Run 1, layout detail:
Window x 22 to 62, y 108 to 148 um. Cells in gray, sequential cells in the stronger gray; small squares are vias.
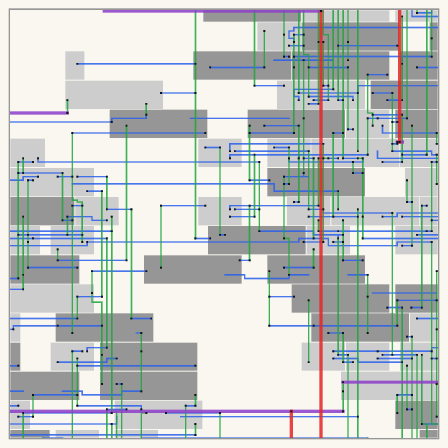
Run 1, signal wires by layer:
Two of the layers only.
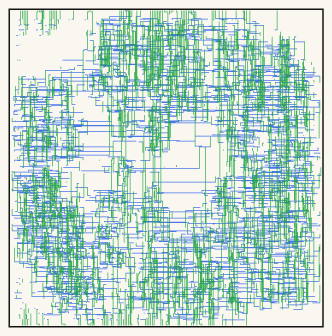
Run 1, nets reached from selected ports:
Bar = 50 um.
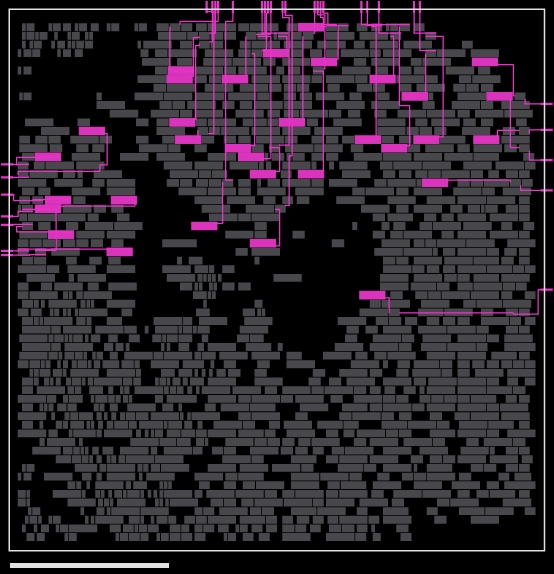
Run 1, clock wiring as the flow saved it:
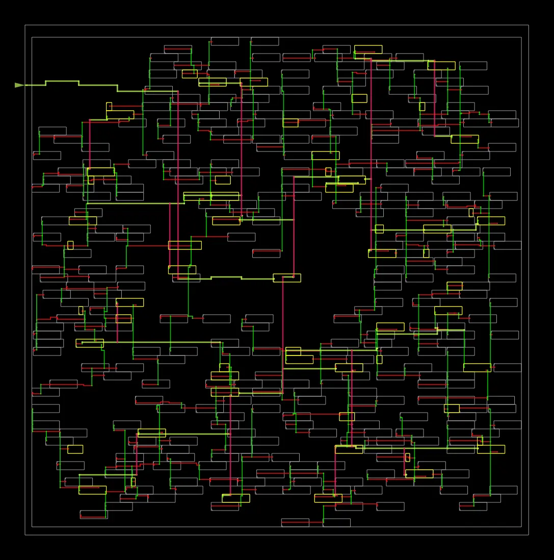
==> config.mk <==
export PLATFORM = sky130hd
export DESIGN_NAME = read_bram
export DESIGN_NICKNAME = d
export VERILOG_FILES = /design/src/rtl/pxconv_pkg.sv /design/src/rtl/rd_pair_fifo.sv /design/src/rtl/read_bram.sv
export SDC_FILE = /design/constraint.sdc
export NUM_CORES = 1
export LEC_CHECK = 0
export CORE_AREA = 2 2 166 168
export DETAILED_ROUTE_END_ITERATION = 6
export DIE_AREA = 0 0 168 170
export GPL_TIMING_DRIVEN = 0
export HOLD_SLACK_MARGIN = 0.05
export PLACE_DENSITY = 0.91
export SYNTH_ARGS = -nofsm -noshare
export SYNTH_HDL_FRONTEND = slang
export SYNTH_HIERARCHICAL = 1
export SYNTH_SLANG_ARGS = --single-unit
==> constraint.sdc <==
create_clock -name clk -period 3.3 [get_ports clk]
set_input_delay 0.495 -clock clk [delete_from_list [all_inputs] [get_ports clk]]
set_output_delay 0.495 -clock clk [all_outputs]
set_load 0.01 [all_outputs]
==> run summary, run 1 <==
yosys + openroad results -> RePlAce Congestion 0.803, Core ar. 26,700 sq um, CTS tree done, Yosys Chip Area 14,600 sq um, Reg power frac 36.0%, Seq share, synth 53.9%, distinct cell type count of the synthesized netlist 48, Critical Path AT 2.64 ns, Final WS setup 0.167 ns, crit end category output port, Reg2Reg Depth 12, commonest cells in the synthesized netlist dfrtp_1, mux2_2, mux4_2, die span in y 170 um, class of the worst hold path flip-flop to flip-flop, Logic area 6000 sq um, Clock Sink Count 314, fin crit share 94.9%, Buffers, non-clock 274, Worst path depth 5, Initial DRC Count 291, setup slack, reg-to-reg 0.26 ns, final setup vio count 0, Seq power 6.56 mW, # H-tree levels 2, clock group share of total power 20.5%, setup TNS 0 ns, aoi share 1.80%, tap cells 341, Dominant cell area share 53.9%, combinational share of power 43.5%, critical path, cell by cell clkbuf_1 -> buf_4 -> buf_6 -> mux4_2 -> clkdlybuf4s50_1, Final non-clock buffer share 14.1%, HPWL after DPL 20,400 um, Yosys warning count 6, sw frac 31.1%, worst-path fanout max 10, max incr delay on CP 0.54 ns, met2 usage 38.5%, final wirelength 30,700 um, count leader, synth dfrtp_1, synth top area cells dfrtp_1, mux2_2, mux4_2, Fillers 1,842, cell internal pwr 12.6 mW, Clock buf/inv share 6.18%, clock buf count 49, crit path DRT 2.80 ns, Area Growth Syn to Fin 23.7%, total gr overflow 0, number of diodes 0, root buf cell clkbuf_16, Power Total 18.2 mW, max_slew headroom 50.0%, Global Route Usage Sum 22.2%, fin crit period 3.13 ns, WL met1 12,900 um, crit path max-delay cell type clkdlybuf4s50_1, met1 Use GR 28.9%, sequential cell area share 43.6%, EDFF count, synth 0, Hold WS 0.392 ns, peak supply drop 0.658 mV, placed instance area 16,900 sq um, critical path type flip-flop to output port, Initial Utilization 54.7%, Vias/cell 5.44, clock-pin slew on the worst setup and hold paths 0.06 ns, max_cap viols 0, Post-CTS Setup Bufs 0, Hold Crit Depth 0, Post-Syn Instances 973, main logic family after synthesis multiplexers, largest area contributor in the netlist dfrtp_1, chip area 28,600 sq um, post_cts resized 3, clk pwr 3.75 mW, final instance area 18,000 sq um, routed wl met3 1330 um, Die X 168 um, nets@finish 1,312, Inst Count DP 1,523, Mux area share 30.9%, drt pass-1 iters 5, RSZ-0062 raised after global routing no, Pwr top combinational logic, Max Clk Rate 319 MHz, number of antenna-violating nets in the routed design 0, M3 GR Usage 3.72%, most frequent logic cell in the layout dfrtp_1, Async S/R FF share, synth 100%, FF+latch area 7860 sq um, Main synth FF type dfrtp_1, post-synthesis adder-cell area fraction 2.04%, GRT Max-Usage Layer met2, Hold Buf Count CTS 1, status complete, no violations, Synth Area per Inst 15.0 sq um, most frequent cells in the layout dfrtp_1, mux2_2, clkdlybuf4s50_1, mux4_2, buf_4, Non-Filler Instances 1,587, transition time of the tightest slew-check pin 0.751 ns, vias in the first global route 9,614, yosys stat cell total 973, switching power 5.67 mW, CTS max path bufs 3, row count 60, leakage power 7.91 nW, crit path launch type flip-flop, initial antenna violation count 0, Synth Area in Simple Gates 3.78%, Top Metal Used met4, final count of hold timing violations 0, OpenROAD warning count 34, largest net degree at the start of global routing 124, multi-input combinational area share 33.3%, mapped cell area 14,600 sq um, Comb gates 574, first-pass GRT wire length 50,400 um, Largest cell class flip-flops and latches, Logic power comb 7.94 mW, flops & latches, synth 314, Buf/Inv on CP 4, drc violations 0, share of layout cells above drive strength 1 40.1%, Final Max-Slew Violation Tally 0, PD cells 1010 nW/um^2, nonclk inv count 24, Setup WS pre-CTS -0.0394 ns, met2 routed WL 15,600 um, utilization after layout 67.7%, Post-Synth XOR/XNOR Area 1.50%, max reg flops 260, critical path's top delay family buffers and inverters
Back to the opening pictures, 'layout detail':
- met1: blue
- met2: green
- met4: red
- met3: purple
- most frequent: mux2_2 (19), dfrtp_1 (18), mux4_2 (4)
- cells with their middle in the window: 48
- sequential cells in the window: 18

Back to the opening pictures, 'signal wires by layer':
- met2: green (wire length 15,600 um)
- met1: blue (wire length 12,900 um)
wire length per cell: 19.4 um
DR vias: 8,634

Back to the opening pictures, 'nets reached from selected ports':
- px_hi_data: magenta (direction output; edge 20 north, 7 west, 5 east; end cells 32; buffers 32; wire 1,240 um)
I/O Buffers: 164
I/O pins: 209

Back to the opening pictures, 'clock wiring as the flow saved it':
clk_skew: 0.0102 ns
worst-skew pair later-pin latency: 0.50 ns
cts bufs inserted: 34
Flop Count: 314

Run 1, register map, names as in the netlist:
Bar = 50 um. Other sequential cells in the stronger gray, the rest of the logic in the fainter gray.
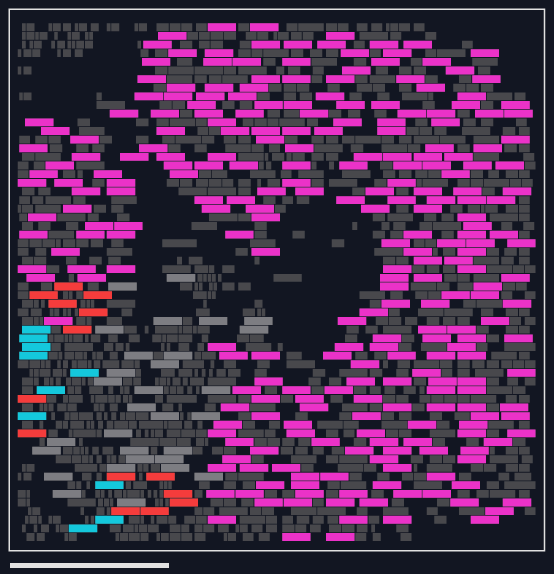

==> run 2, diff against run 1 <==
- CTS_CLUSTER_DIAMETER: not set -> 50
Run 2, register map, names as in the netlist:
Bar = 50 um. Other sequential cells in the stronger gray, the rest of the logic in the fainter gray.
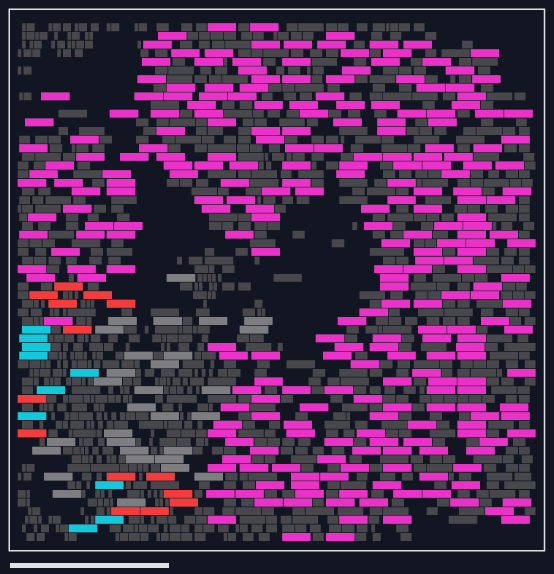
- bram_hi_addr: red (flops 14)
- bram_low_addr: cyan (flops 10)
- u_fifo/mem_q: magenta (flops 260; where spread over the die)
- not colored: 30
FF+latch area: 7860 sq um
utilization after layout: 67.9%
sequential cell area share: 43.4%
Seq power: 6.56 mW

Run 2, clock wiring as the flow saved it:
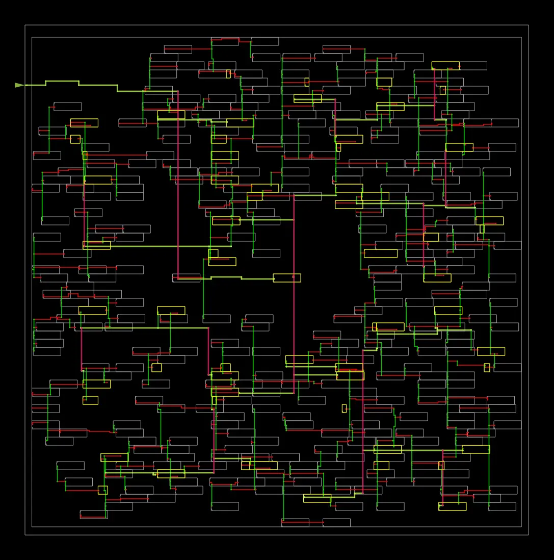
clk pwr: 3.93 mW
cts bufs inserted: 37
worst-skew pair later-pin latency: 0.51 ns
clk_skew: 0.0179 ns
Clock Sink Count: 314

==> run summary, run 2 <==
yosys + openroad results -> final setup vio count 0 (unchanged), routed wl met3 1290 um (-2.9%), Yosys Chip Area 14,600 sq um (unchanged), critical path's top delay family buffers and inverters, WL met1 12,900 um (+0.15%), Vias/cell 5.43 (-0.14%), commonest cells in the synthesized netlist dfrtp_1, mux2_2, mux4_2, flops & latches, synth 314 (unchanged), Setup WS pre-CTS -0.0394 ns (unchanged), class of the worst hold path flip-flop to flip-flop, drc violations 0 (unchanged), placed instance area 16,900 sq um (unchanged), Post-CTS Setup Bufs 0 (unchanged), Global Route Usage Sum 22.4% (+0.20 points), GRT Max-Usage Layer met2, final instance area 18,100 sq um (+0.26%), M3 GR Usage 4.02% (+0.30 points), Dominant cell area share 53.9% (unchanged), DR vias 8,622 (-0.14%), Flop Count 314 (unchanged), aoi share 1.80% (unchanged), met2 usage 39.2% (+0.66 points), max_cap viols 0 (unchanged), Inst Count DP 1,523 (unchanged), nets@finish 1,312 (unchanged), transition time of the tightest slew-check pin 0.749 ns (-0.00174 ns), RePlAce Congestion 0.803 (unchanged), chip area 28,600 sq um (unchanged), crit path DRT 2.80 ns (about the same), main logic family after synthesis multiplexers, met2 routed WL 15,900 um (+1.6%), fin crit share 94.5% (-0.42 points), Initial DRC Count 386 (+33%), Logic power comb 7.90 mW (-0.5%), crit path launch type flip-flop, worst-path fanout max 10 (unchanged), CTS max path bufs 3 (unchanged), mapped cell area 14,600 sq um (unchanged), most frequent cells in the layout dfrtp_1, mux2_2, clkdlybuf4s50_1, mux4_2, status complete, no violations, Synth Area in Simple Gates 3.78% (unchanged), crit path max-delay cell type clkdlybuf4s50_1, Power Total 18.4 mW (+0.77%), CTS tree done, Final non-clock buffer share 14.0% (-0.16 points), critical path type flip-flop to output port, peak supply drop 0.661 mV (+0.41%), row count 60 (unchanged), OpenROAD warning count 35 (+2.9%), die span in y 170 um (unchanged), Top Metal Used met4, Final WS setup 0.181 ns (+0.0140 ns), Core ar. 26,700 sq um (unchanged), RSZ-0062 raised after global routing yes, Buf/Inv on CP 4 (unchanged), distinct cell type count of the synthesized netlist 48 (unchanged), Async S/R FF share, synth 100% (unchanged), Hold WS 0.384 ns (-0.00831 ns), PD cells 1020 nW/um^2 (+0.51%), Mux area share 30.9% (unchanged), final wirelength 30,900 um (+0.60%), Pwr top combinational logic, clock buf count 53 (+8.2%), first-pass GRT wire length 50,700 um (+0.57%), post-synthesis adder-cell area fraction 2.04% (unchanged), Worst path depth 5 (unchanged), combinational share of power 42.9% (-0.6 points), most frequent logic cell in the layout dfrtp_1, Post-Synth XOR/XNOR Area 1.50% (unchanged), number of diodes 0 (unchanged), largest area contributor in the netlist dfrtp_1, Main synth FF type dfrtp_1, Initial Utilization 54.7% (unchanged), nonclk inv count 24 (unchanged), I/O pins 209 (unchanged), cell internal pwr 12.7 mW (+0.72%), switching power 5.72 mW (+0.88%), Final Max-Slew Violation Tally 0 (unchanged), Area Growth Syn to Fin 24.1%, root buf cell clkbuf_16, Yosys warning count 6 (unchanged), tap cells 341 (unchanged), Clock buf/inv share 6.55% (+0.37 points), share of layout cells above drive strength 1 39.8% (-0.32 points), post_cts resized 4 (+1), Critical Path AT 2.62 ns (-0.02 ns), setup slack, reg-to-reg 0.24 ns (-0.02 ns), Hold Crit Depth 0 (unchanged), EDFF count, synth 0 (unchanged), Max Clk Rate 321 MHz (+0.45%), multi-input combinational area share 33.2% (-0.087 points), synth top area cells dfrtp_1, mux2_2, mux4_2, fin crit period 3.12 ns (-0.0140 ns), setup TNS 0 ns (unchanged), sw frac 31.1% (+0.033 points), count leader, synth dfrtp_1, I/O Buffers 164 (unchanged)
Run 2, layout detail:
Window x 22 to 62, y 108 to 148 um. Cells in gray, sequential cells in the stronger gray; small squares are vias.
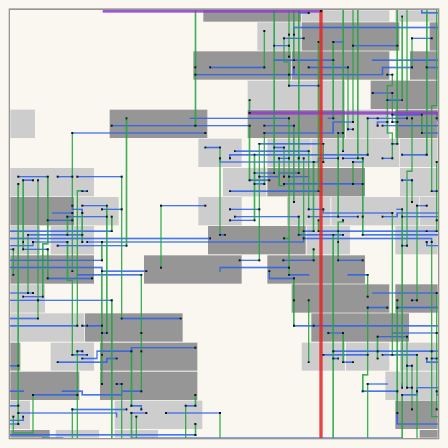
- met4: red
- met1: blue
- met2: green
- met3: purple
- most frequent: dfrtp_1 (18), mux2_2 (17), mux4_2 (5)
- sequential cells in the window: 18
- cells with their middle in the window: 44

Power and IR drop assume default switching activity.
